==> config.mk <==
export PLATFORM = sky130hd
export DESIGN_NAME = llc_input_bufs
export DESIGN_NICKNAME = d
export VERILOG_FILES = /design/src/rtl/llc_input_bufs.sv
export SDC_FILE = /design/constraint.sdc
export NUM_CORES = 1
export LEC_CHECK = 0
export CORE_AREA = 2 2 304 367
export CTS_BUF_LIST = sky130_fd_sc_hd__clkbuf_2 sky130_fd_sc_hd__clkbuf_4 sky130_fd_sc_hd__clkbuf_8
export CTS_CLUSTER_DIAMETER = 40
export DETAILED_ROUTE_END_ITERATION = 7
export DIE_AREA = 0 0 306 369
export PLACE_DENSITY = 0.64
export SYNTH_ARGS = -nofsm -noshare
export SYNTH_HDL_FRONTEND = slang
export SYNTH_SLANG_ARGS = --single-unit
==> constraint.sdc <==
create_clock -name clk -period 1.89 [get_ports clk]
set_clock_uncertainty 0.15 [all_clocks]
set_input_delay 0.378 -clock clk [delete_from_list [all_inputs] [get_ports clk]]
set_output_delay 0.378 -clock clk [all_outputs]
set_load 0.01 [all_outputs]
floorplan.png
Bar = 100 µm. Pins as bars on the die edge.
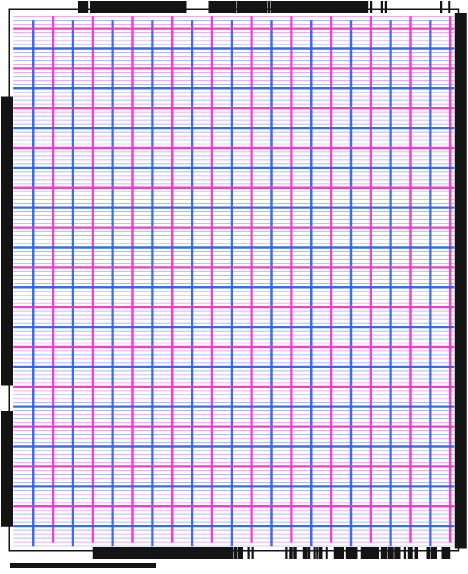
[VSS] blue
[VDD] magenta
signal pins: 853
met4 straps: 22
rows: 133
met5 straps: 26
Max IR drop VDD: 1000 µV
core area: 109000 µm²
width of the die: 306 µm

class_map.png
Bar = 100 µm.
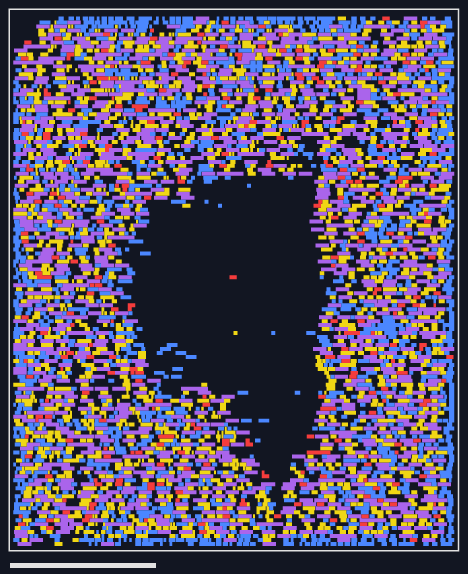
[remaining buffers and delay cells] blue | cells: 1680
[clock drivers and dummy loads] red | cells: 310
[registers] purple | cells: 1016
[remaining logic cells] yellow | cells: 1745
Seq/total area: 38.4%
final core occ: 60.8%
num rows: 133
Final Cell Area: 66200 µm²

==> run summary <==
impl run done, here's what came out: io pins=853, Buffers, non-clock=1680, MUX share of area=32.0%, Tot GR Track Use=23.6%, Flops=1016, Syn Area/Cell=14.7 µm², Largest type area fraction=58.5%, final worst slack=-957 ps, Reg area=25400 µm², CP arrival=2320 ps, Cell area leaders=dfrtp_1 59%, mux2_2 22%, mux2_1 3.8%, mux2_4 3.2%, mux2i_1 3.1%, drt drc=0, crit path DRT=1360 ps, violated checks=negative setup slack, clkbuf count=274, Starting Density=39.9%, Final Max Slew Viols=0, status=finished with violations, drt first pass iters=5, tally of yosys warning messages=0, Syn Inst Count=2948, top-count cell post-synth=dfrtp_1, Worst-path clk slew=70 ps, RSZ-0062 raised after global routing=true, Mapped Area=43500 µm², commonest cells in the netlist=1016 x dfrtp_1, 841 x mux2_2, 185 x nand2_1, 148 x mux2_1, 139 x o21ai_0, Final setup viols=684, CTS Buf Count=172, Design Power=120 mW, Layout area overhead=52.4%, Initial DRC Count=1291, adder share=0.115%, Clk Latency, worst-skew pair=890 ps, Worst Tran Pin Value=689 ps, clk tree area frac=5.75%
-- repair_timing --
item | CTS | global route
cloned | 15 | 28
resized | 2393 | 312
setup endpoints to repair | 525 | 1233
pin swaps | 3 | 7
setup buffers | 142 | 94
hold endpoints to repair | 1831 | 13
hold buffers | 371 | 2
-- report_power, final --
| group | switching [mW] | internal [mW] | leakage [nW] |
|---|---|---|---|
| Clock | 9.34 | 12.2 | 2.00 |
| Sequential | 6.52 | 32.9 | 12.1 |
| Combinational | 23.9 | 35.6 | 15.9 |
-- per-layer routing --
metal	up-vias	wire (µm)	global-route usage, %
met2	960	69200	39.9
met5	-	50	0
li1	13900	-	-
met1	15700	56600	28.3
met3	267	8880	6.44
met4	6	5310	10.3
-- tightest hold or removal path, cell delays in order --
cell and delay, ps:
dlygate4sd3_1 580, buf_8 140, buf_12 180, buf_12 180
Power figures rest on the tool's default switching activity, not on a simulated workload.
